[src/rtl/file_io_arbiter.sv]
`default_nettype none
// ============================================================================
// Module   : file_io_arbiter
// Brief    : Round-robin arbiter sharing one simulation file-I/O channel
//            between N_NODES requesters, with optional completion timeout.
// Revision : 1.0 - initial release
// ============================================================================
module file_io_arbiter #(
    parameter int N_NODES = 4,
    parameter int ID_W    = 4,
    parameter int TIMEOUT = 0
) (
    input  logic                    clk,
    input  logic                    res,
    input  logic [N_NODES-1:0]      req_valid,
    input  logic [32*N_NODES-1:0]   req_instr,
    input  logic [32*N_NODES-1:0]   req_a0,
    input  logic [32*N_NODES-1:0]   req_a1,
    input  logic [32*N_NODES-1:0]   req_a2,
    output logic [N_NODES-1:0]      node_done,
    output logic [N_NODES-1:0]      node_err,
    output logic                    out_valid,
    output logic [ID_W-1:0]         out_node_id,
    output logic [31:0]             out_instr,
    output logic [31:0]             out_a0,
    output logic [31:0]             out_a1,
    output logic [31:0]             out_a2,
    input  logic                    sim_done,
    output logic                    busy
);

    localparam logic [1:0] c_S_IDLE  = 2'd0;
    localparam logic [1:0] c_S_ISSUE = 2'd1;
    localparam logic [1:0] c_S_DONE  = 2'd2;
    localparam logic [1:0] c_S_HOLD  = 2'd3;

    localparam logic [31:0]        c_TMO_LAST = 32'(TIMEOUT - 1);
    localparam logic [N_NODES-1:0] c_ONE      = {{(N_NODES-1){1'b0}}, 1'b1};

    logic [1:0]         r_state;
    logic [1:0]         w_state_nxt;
    logic [ID_W-1:0]    r_rr_ptr;
    logic [ID_W-1:0]    r_mask_id;
    logic               r_mask_en;
    logic               r_solo;
    logic [31:0]        r_cnt;

    logic [N_NODES-1:0] w_mask_vec;
    logic [N_NODES-1:0] w_elig;
    logic [N_NODES-1:0] w_rot;
    logic [N_NODES-1:0] w_done_vec;
    logic               w_mask_req;
    logic               w_solo;
    logic               w_found;
    logic [ID_W-1:0]    w_sel;
    logic               w_timeout;
    logic               w_complete;
    logic               w_cmpl_err;

    function automatic logic [31:0] pick(input logic [32*N_NODES-1:0] bus,
                                         input logic [ID_W-1:0]        idx);
        return 32'(bus >> (32 * int'(idx)));
    endfunction

    assign w_mask_vec = c_ONE << r_mask_id;
    assign w_elig     = req_valid & ~(r_mask_en ? w_mask_vec : '0);
    assign w_mask_req = |(req_valid & w_mask_vec);
    assign w_solo     = (req_valid == w_mask_vec);
    assign w_found    = |w_elig;
    assign w_timeout  = (TIMEOUT > 0) && (r_cnt == c_TMO_LAST);
    assign w_done_vec = c_ONE << out_node_id;
    assign busy       = (r_state != c_S_IDLE);

    // Rotate so bit 0 is rr_ptr, then the lowest set bit is the winner.
    always_comb begin
        int s;
        s     = 0;
        w_sel = '0;
        w_rot = (w_elig >> r_rr_ptr) | (w_elig << (N_NODES - int'(r_rr_ptr)));
        for (int j = N_NODES - 1; j >= 0; j--) begin
            if (((w_rot >> j) & c_ONE) != '0) begin
                s = int'(r_rr_ptr) + j;
                if (s >= N_NODES) s = s - N_NODES;
                w_sel = ID_W'(s);
            end
        end
    end

    always_comb begin
        w_state_nxt = r_state;
        w_complete  = 1'b0;
        w_cmpl_err  = 1'b0;
        case (r_state)
            c_S_IDLE: begin
                if (w_found) w_state_nxt = c_S_ISSUE;
            end
            c_S_ISSUE: begin
                if (sim_done) begin
                    w_state_nxt = c_S_DONE;
                    w_complete  = 1'b1;
                end else if (w_timeout) begin
                    w_state_nxt = c_S_DONE;
                    w_complete  = 1'b1;
                    w_cmpl_err  = 1'b1;
                end
            end
            c_S_DONE: w_state_nxt = c_S_HOLD;
            default:  w_state_nxt = c_S_IDLE;
        endcase
    end

    always_ff @(posedge clk or posedge res) begin
        if (res) r_state <= c_S_IDLE;
        else     r_state <= w_state_nxt;
    end

    always_ff @(posedge clk or posedge res) begin
        if (res) begin
            out_valid   <= 1'b0;
            out_node_id <= '0;
            out_instr   <= '0;
            out_a0      <= '0;
            out_a1      <= '0;
            out_a2      <= '0;
            node_done   <= '0;
            node_err    <= '0;
            r_rr_ptr    <= '0;
            r_mask_id   <= '0;
            r_mask_en   <= 1'b0;
            r_solo      <= 1'b0;
            r_cnt       <= '0;
        end else begin
            node_done <= '0;
            node_err  <= '0;
            case (r_state)
                c_S_IDLE: begin
                    if (w_found) begin
                        out_valid   <= 1'b1;
                        out_node_id <= w_sel;
                        out_instr   <= pick(req_instr, w_sel);
                        out_a0      <= pick(req_a0, w_sel);
                        out_a1      <= pick(req_a1, w_sel);
                        out_a2      <= pick(req_a2, w_sel);
                        r_cnt       <= '0;
                    end
                    // Lift the mask once the served node lets go, or after it
                    // has been the sole requester for two idle cycles.
                    if (r_mask_en) begin
                        if (!w_mask_req) begin
                            r_mask_en <= 1'b0;
                            r_solo    <= 1'b0;
                        end else if (w_solo) begin
                            if (r_solo) begin
                                r_mask_en <= 1'b0;
                                r_solo    <= 1'b0;
                            end else begin
                                r_solo <= 1'b1;
                            end
                        end else begin
                            r_solo <= 1'b0;
                        end
                    end
                end
                c_S_ISSUE: begin
                    if (w_complete) begin
                        out_valid <= 1'b0;
                        node_done <= w_done_vec;
                        node_err  <= w_cmpl_err ? w_done_vec : '0;
                    end else begin
                        r_cnt <= r_cnt + 32'd1;
                    end
                end
                c_S_DONE: begin
                    r_rr_ptr  <= (out_node_id == ID_W'(N_NODES - 1)) ? '0
                                 : out_node_id + ID_W'(1);
                    r_mask_id <= out_node_id;
                    r_mask_en <= 1'b1;
                    r_solo    <= 1'b0;
                end
                default: ;
            endcase
        end
    end

endmodule
`default_nettype wire

[config.mk]
export PLATFORM = sky130hd
export DESIGN_NAME = file_io_arbiter
export DESIGN_NICKNAME = d
export VERILOG_FILES = /design/src/rtl/file_io_arbiter.sv
export SDC_FILE = /design/constraint.sdc
export NUM_CORES = 1
export LEC_CHECK = 0
export ABC_AREA = 1
export CORE_AREA = 2 2 258 260
export CTS_BUF_LIST = sky130_fd_sc_hd__clkbuf_8 sky130_fd_sc_hd__clkbuf_16
export CTS_CLUSTER_SIZE = 16
export DETAILED_ROUTE_END_ITERATION = 10
export DIE_AREA = 0 0 260 262
export GPL_TIMING_DRIVEN = 0
export PLACE_DENSITY = 0.54
export SKIP_CTS_REPAIR_TIMING = 1
export SYNTH_ARGS = -nofsm -noshare
export SYNTH_HDL_FRONTEND = slang
export SYNTH_SLANG_ARGS = --single-unit
[constraint.sdc]
create_clock -name clk -period 6.3 [get_ports clk]
set_input_delay 1.26 -clock clk [delete_from_list [all_inputs] [get_ports clk]]
set_output_delay 1.26 -clock clk [all_outputs]
set_load 0.01 [all_outputs]
### The clock network, run 1

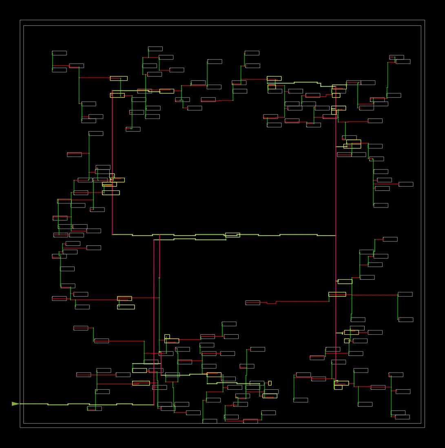
clock sink total: 149
clock network power: 1.26 mW
flop count: 149
clock buffers created by TritonCTS: 17
final worst clock skew: 0.0158 ns

### Sequential cells coloured by netlist name, run 1

Scale bar: 100 um.
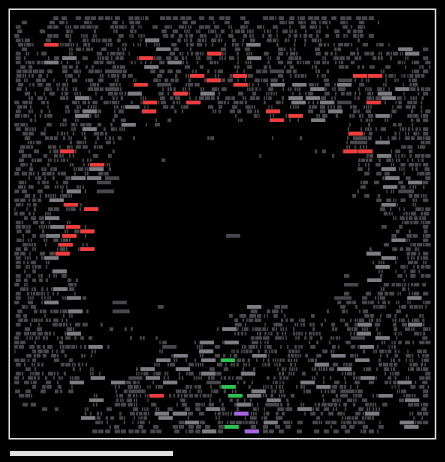
- red: out_a0 (placed flops 32)
- purple: r_state (placed flops 2)
- green: out_node_id (placed flops 4; where bottom centre)
sequential portion of the cell area: 0.175
Power Sequential: 1.52 mW
final core utilization: 0.326
area taken by flip-flops and latches: 3730 um^2

### Gate families picked out, run 1

Scale bar: 100 um.
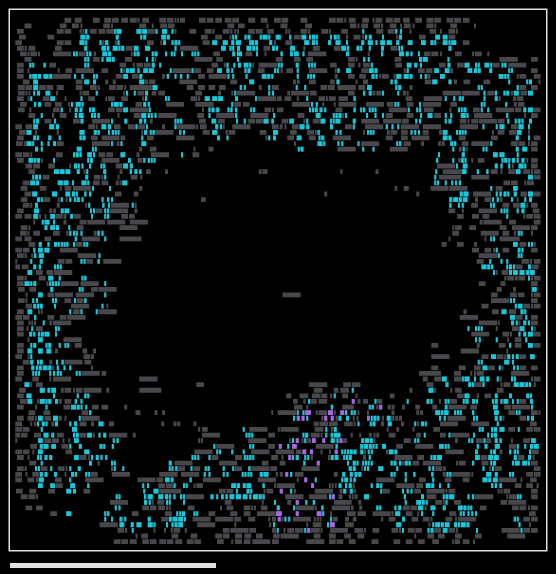
- cyan: nand cells (cells 1387; most used nand2_1; where widely spread)
- purple: aoi and oai cells (cells 33; most used a21oi_1; where bottom centre)
highest-count logic cell in the final layout: nand2_1
final standard cell count with taps included and fillers excluded: 3628
logic share of the area: 0.340

==> CHANGELOG.md, run 1 <==
### Implementation results

- Power Density: 617 nW/um^2
- Count leader, synth: nand2_1
- Cell-by-cell trace of the critical path: clkdlybuf4s50_1 -> nand2_1 -> nand4_1 -> inv_1 -> nor2_2 -> inv_1 -> clkbuf_1 -> clkbuf_1 -> nand2_1 -> nand2_1
- ClkCell Share: 0.0323
- Number of H-tree levels: 4
- Ao+oa area frac: 0.0151
- Sum of met2 wire segment lengths after detailed routing: 34700 um
- Clock tree from TritonCTS: done
- Number of synthesized register bits: 149
- Yosys warning tally: 0
- Library cell occupying the most area in the post-synthesis netlist: dfrtp_1
- Normalized max-slew margin: 0.109
- Share of synthesized cell area in full adder, half adder and majority cells: 0.0204
- Unrepaired setup endpoints after global routing: no
- Leakage Power: 10.6 nW
- Met1 Resource Use GR: 0.247
- Highest cell delay on the worst timing path: 1.00 ns
- Power, Total: 13.1 mW
- Critical Path Slowest Stage Cell: clkbuf_1
- Horizontal die dimension: 260 um
- Average instance area after synthesis: 6.22 um^2
- Cell at the root of the clock tree: clkbuf_16
- Peak-usage layer in the global routing report: met2
- Fraction of the core area occupied by cells at floorplan: 0.197
- Routed WL per cell: 19.7 um
- Largest type area fraction: 0.290
- Reg2Reg Setup Slack: 2.69 ns
- Top achievable clock speed: 0.267 GHz
- Reg clk slew, reported paths: 0.06 ns
- Worst Setup EP: out_a0[11]$_DFFE_PP0P_
- Highest metal layer used by the detailed router: met5
- Tap cells: 864
- Hold-critical path depth: 2
- IO Port Bufs: 656
- Number of nets with antenna violations after routing: 0
- Hold violation total from the final report: 0
- Crit path DAT: 4.15 ns
- Number of warnings in the stage logs: 35
- Area Growth Syn to Fin: 65.2%
- Number of antenna cells inserted: 3
- Top area cell types: dfrtp_1, nand2_1, nand3b_1
- First-pass GRT wire length: 101000 um
- Run status: complete, no violations
- Layout clock buffers: 20
- WS Path Type: primary input to flop
- EDFF count, synth: 0
- Launching instance or port of the critical path: req_valid[3]
- GRT Resource Usage Total: 0.202
- Reg2Reg Capture Point: out_a1[16]$_DFFE_PP0P_
- Initial antenna violation count: 8
- Total I/O pin count: 661
- Synth unique cells: 35
- Critical Path RT: 6.71 ns
- Cell count after synthesis: 2070
- Routed wl met3: 5320 um
- Number of global-route vias before repair: 15401
- Worst-skew pair later-pin latency: 0.48 ns
- Parity-gate share of the synthesized area counting xor and xnor cells: 0.00467
- Routed met1 length: 29800 um
- Post-layout net count: 3289
- CP endpoint kind: flop
- Dominant kind of combinational cell: simple AND/OR/NAND/NOR gates
- Worst min-delay path class: flop to flop
- Reg2reg start: r_rr_ptr[1]$_DFFE_PP0P_
- Cells after DPL: 3594
- Fraction of the mapped netlist area in simple logic gates: 0.521
- Largest net degree at the start of global routing: 80
- Detailed-router iteration count before antenna repair: 5
- Number of max-slew violations in the final report: 0
- Filler cell count in the final layout: 7202
- Yosys Chip Area: 12900 um^2
- Leading cell types by count after synthesis: nand2_1, inv_1, nand3_1
- Final wirelength: 71400 um
- Clock period minus final worst setup slack: 3.74 ns
- Multiplexer share: 0
- Cell repeated most along the worst path: nand2_1
- Commonest register cell after synthesis: dfrtp_1
- Minimum hold slack: 0.479 ns
- Cell count in the Yosys report: 2070
- Worst Min Path Start: out_a1[16]$_DFFE_PP0P_
- Count of plain and timing-repair buffers in the layout: 805
- Leftover overflow at the end of global routing: 0
- Full die area: 68100 um^2
- Number of vias in the routed layout: 15799
- GP Congestion: 0.898
- Async set or reset register ratio after synthesis: 1.00
- Placed cell areas: 20600 um^2
- Reg2Reg Depth: 20
- Total DRC errors in the routed layout: 0
- Number of logic gates: 1485
- Share of post-route cells with drive strength above 1: 0.0652
- Number of buffers on the longest clock path: 2
- Count of max-cap constraint violations: 0
- Sequential element share of the synthesized area: 0.290
-- run 1: power by group --
part / leakage (nW) / internal, mW / switching, mW
combinational: 8.33 / 3.49 / 6.84
clock: 0.337 / 0.775 / 0.485
sequential: 1.95 / 1.31 / 0.210
total: 10.6 / 5.58 / 7.54
-- run 1: critical path, delay by kind of cell --
kind | cells | cell delay (ns)
buffers and inverters | 5 | 2.35
and+or+nand+nor | 5 | 0.51
-- run 1: state kept, by name (all words and copies together), names as in the netlist --
register     count
out_node_id      4
r_state          2
node_done        4
r_mask_en        1
r_mask_id        4
out_a0          32
out_valid        1
out_instr       32
r_rr_ptr         4
out_a1          32
r_solo           1
out_a2          32
==> inputs of run 2 (changes only) <==
Clock period 6.3 ns to 3.5 ns, I/O delays scaled along.
==> run 2 against run 1 <==
  * Wire length decreased by 1.7%
  * Sequential share of layout area decreased by 0.10 points
  * Synthesized cell count unchanged
  * Non-clock buffer count increased by 9
  * Final cell count increased by 0.28%
  * Clock power increased by 76%
  * Critical endpoint is now out_a0[17]$_DFFE_PP0P_
  * Global-route usage decreased by 0.33 points
  * Critical path type is now flop to flop
  * Total power increased by 80%
  * Largest power group unchanged
  * First-iteration DRC count decreased by 4.4%
==> CHANGELOG.md, run 2 <==
### Implementation results

- Final wirelength: 70200 um
- Largest net degree at the start of global routing: 36
- Multiplexer share: 0
- Clock buffers created by TritonCTS: 17
- Cell count in the Yosys report: 2070
- Tap cells: 864
- Cell-by-cell trace of the critical path: buf_4 -> inv_4 -> ha_1 -> xor2_2 -> inv_2 -> nand2_1 -> nor2_1 -> nand2_1 -> nand3_1 -> nand3_1 -> nand2_1 -> nand2_2 -> clkbuf_4 -> buf_2 -> nand3b_1 -> nand3_1 -> nand2_1 -> nand2_1 -> nand2_1
- Yosys Chip Area: 12900 um^2
- Number of antenna cells inserted: 5
- Multi-input gate area in the final layout: 7230 um^2
- Sequential portion of the cell area: 0.174
- Dominant kind of combinational cell: simple AND/OR/NAND/NOR gates
- Met1 Resource Use GR: 0.244
- Ratio of final minimum period to clock period: 0.948
- Detailed-route vias per instance: 4.31
- Power Sequential: 2.75 mW
- Cell count after synthesis: 2070
- Reg2Reg Setup Slack: 0.18 ns
- Top achievable clock speed: 0.301 GHz
- Sw Pwr: 13.5 mW
- Share of post-route cells with drive strength above 1: 0.0690
- Logic share of the area: 0.338
- Count of non-CTS inverters in the layout: 291
- First-pass GRT wire length: 99400 um
- Hold violation total from the final report: 0
- Non-Clock Buffer Area Fraction: 0.354
- Post-layout net count: 3298
- Area taken by flip-flops and latches: 3730 um^2
- Layout clock buffers: 18
- Commonest register cell after synthesis: dfrtp_1
- Highest-count logic cell in the final layout: nand2_1
- Family of cells with the greatest summed delay on the critical path: simple AND/OR/NAND/NOR gates
- Critical Path RT: 3.87 ns
- Setup Total Neg Slack: 0 ns
- Kind of start point of the critical path: flop
- Max VDD drop: 0.657 mV
- Count of plain and timing-repair buffers in the layout: 814
- Detailed-router iteration count before antenna repair: 5
- Number of setup violations in the final report: 0
- Number of vias in the routed layout: 15697
- Average instance area after synthesis: 6.22 um^2
- Critical Path Slowest Stage Cell: dfrtp_1
- Relative contribution of sequential cells to total power: 0.116
- Total I/O pin count: 661
- Highest cell delay on the worst timing path: 0.43 ns
- Detailed placer's ending HPWL: 56100 um
- Rows: 94
- Final design instance area without fill: 21400 um^2
- Final standard cell count with taps included and fillers excluded: 3638
- Area-dominant cell class after layout: buffers
- Highest metal layer used by the detailed router: met5
- Yosys warning tally: 0
- Worst min-delay path class: flop to flop
- Number of global-route vias before repair: 15316
- WS Path Type: flop to flop
- Area Growth Syn to Fin: 66.2%
- Number of logic gates: 1485
- Cells after DPL: 3597
- Clock sink total: 149
- GP Congestion: 0.930
- Design internal power: 10.1 mW
- Number of buffers on the longest clock path: 2
- CP endpoint kind: flop
- Fraction of the mapped netlist area in simple logic gates: 0.521
- Count of max-cap constraint violations: 0
- Number of H-tree levels: 4
- Count leader, synth: nand2_1
- Peak-usage layer in the global routing report: met2
- Share of synthesized cell area in full adder, half adder and majority cells: 0.0204
- Core Region: 65300 um^2
- Grt met3 use: 0.0559
- Sequential element share of the synthesized area: 0.290
- Leakage Power: 10.7 nW
- Clock tree from TritonCTS: done
- Top area cell types: dfrtp_1, nand2_1, nand3b_1
- Parity-gate share of the synthesized area counting xor and xnor cells: 0.00467
- Leading cell types by count after synthesis: nand2_1, inv_1, nand3_1
- Worst-skew pair later-pin latency: 0.48 ns
- Global-route met2 utilization: 0.335
- Clock network power: 2.22 mW
- Largest type area fraction: 0.290
- Highest net fanout along the worst path: 10
- Reg clk slew, reported paths: 0.07 ns
- Ao+oa area frac: 0.0151
- Routed met1 length: 29500 um
- Syn Std Cell Area: 12900 um^2
- Routed wl met3: 5410 um
- Routed WL per cell: 19.3 um
- Most frequent logic cells in the routed design: nand2_1, clkdlybuf4s50_1, inv_1, nand3_1, nand3b_1
- Dpl ws: -0.174 ns
- Top power consumer group: combinational logic
- Cell repeated most along the worst path: nand2_1
- Number of warnings in the stage logs: 35
- Synth unique cells: 35
- EDFF count, synth: 0
- Comb pwr share: 0.790
- Filler cell count in the final layout: 7242
- Number of nets with antenna violations after routing: 0
- Normalized max-slew margin: 0.454
- Starting DRC count in detailed routing: 945
- Crit path DAT: 3.69 ns
- Final core utilization: 0.328
- Power share of the clock group: 0.094
- Final worst clock skew: 0.0154 ns
- Fraction of the core area occupied by cells at floorplan: 0.197
- Placed cell areas: 20600 um^2
- Combinational gate power: 18.6 mW
- Minimum hold slack: 0.478 ns
- Full die area: 68100 um^2
- Cell at the root of the clock tree: clkbuf_16
- ClkCell Share: 0.0311
- Leftover overflow at the end of global routing: 0
- Initial antenna violation count: 8
- Crit path buffers/inverters: 5
- Sw Ratio: 0.570
- Library cell occupying the most area in the post-synthesis netlist: dfrtp_1
- Clock period minus final worst setup slack: 3.32 ns
- Power Density: 1100 nW/um^2
- Sum of met2 wire segment lengths after detailed routing: 33500 um
- Total DRC errors in the routed layout: 0
- Run status: complete, no violations
- GRT Resource Usage Total: 0.199
- Async set or reset register ratio after synthesis: 1.00
- Number of synthesized register bits: 149
- Power, Total: 23.6 mW
- Flop count: 149
- Number of max-slew violations in the final report: 0
run 2: cell counts after synthesis:
Identical to the previous run, type by type.
run 2: path summary, 6_finish.rpt:
check                                               start                        end  cells past startpoint
worst max-delay path              r_rr_ptr[0]$_DFFE_PP0P_     out_a0[17]$_DFFE_PP0P_                     19
worst min-delay path            out_instr[22]$_DFFE_PP0P_  out_instr[22]$_DFFE_PP0P_                      2
worst max register to register    r_rr_ptr[0]$_DFFE_PP0P_     out_a0[17]$_DFFE_PP0P_                     19
worst min register to register  out_instr[22]$_DFFE_PP0P_  out_instr[22]$_DFFE_PP0P_                      2
max in group asynchronous                             res  out_instr[30]$_DFFE_PP0P_                      4
min in group asynchronous                             res     out_a2[12]$_DFFE_PP0P_                      2
### Sequential cells coloured by netlist name, run 2

Scale bar: 100 um.
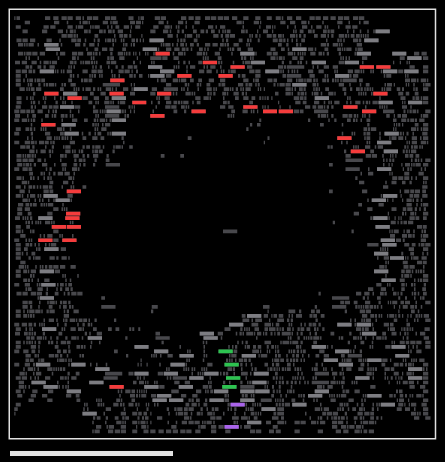
- purple: r_state (placed flops 2)
- green: out_node_id (placed flops 4; where bottom centre)
- red: out_a0 (placed flops 32)
- not coloured: 111

### I/O pins on the die edge, run 2

Pins as bars across the die edge, other pins in grey.
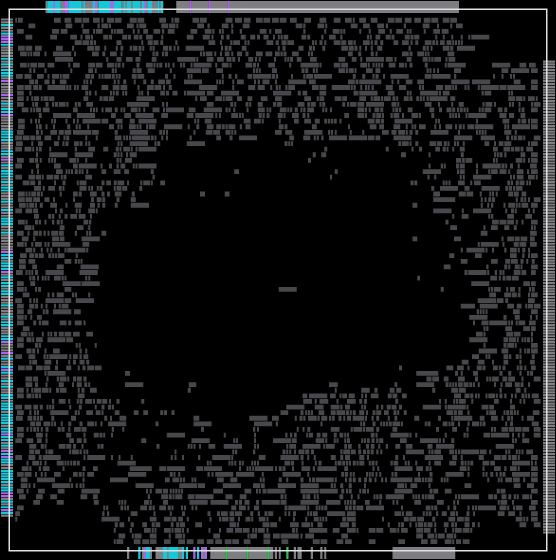
- purple: out_instr (pins 32; direction output; edge 18 left, 10 top, 4 bottom)
- green: out_node_id (pins 4; direction output; edge bottom)
- cyan: req_instr (pins 128; direction input; edge 78 left, 37 top, 13 bottom)
- all pins by edge: 211 top, 178 left, 169 right, 103 bottom
horizontal die dimension: 260 um
Vert. Die Dim: 262 um
IO Port Bufs: 656

Power is estimated from default activity; no workload was simulated.
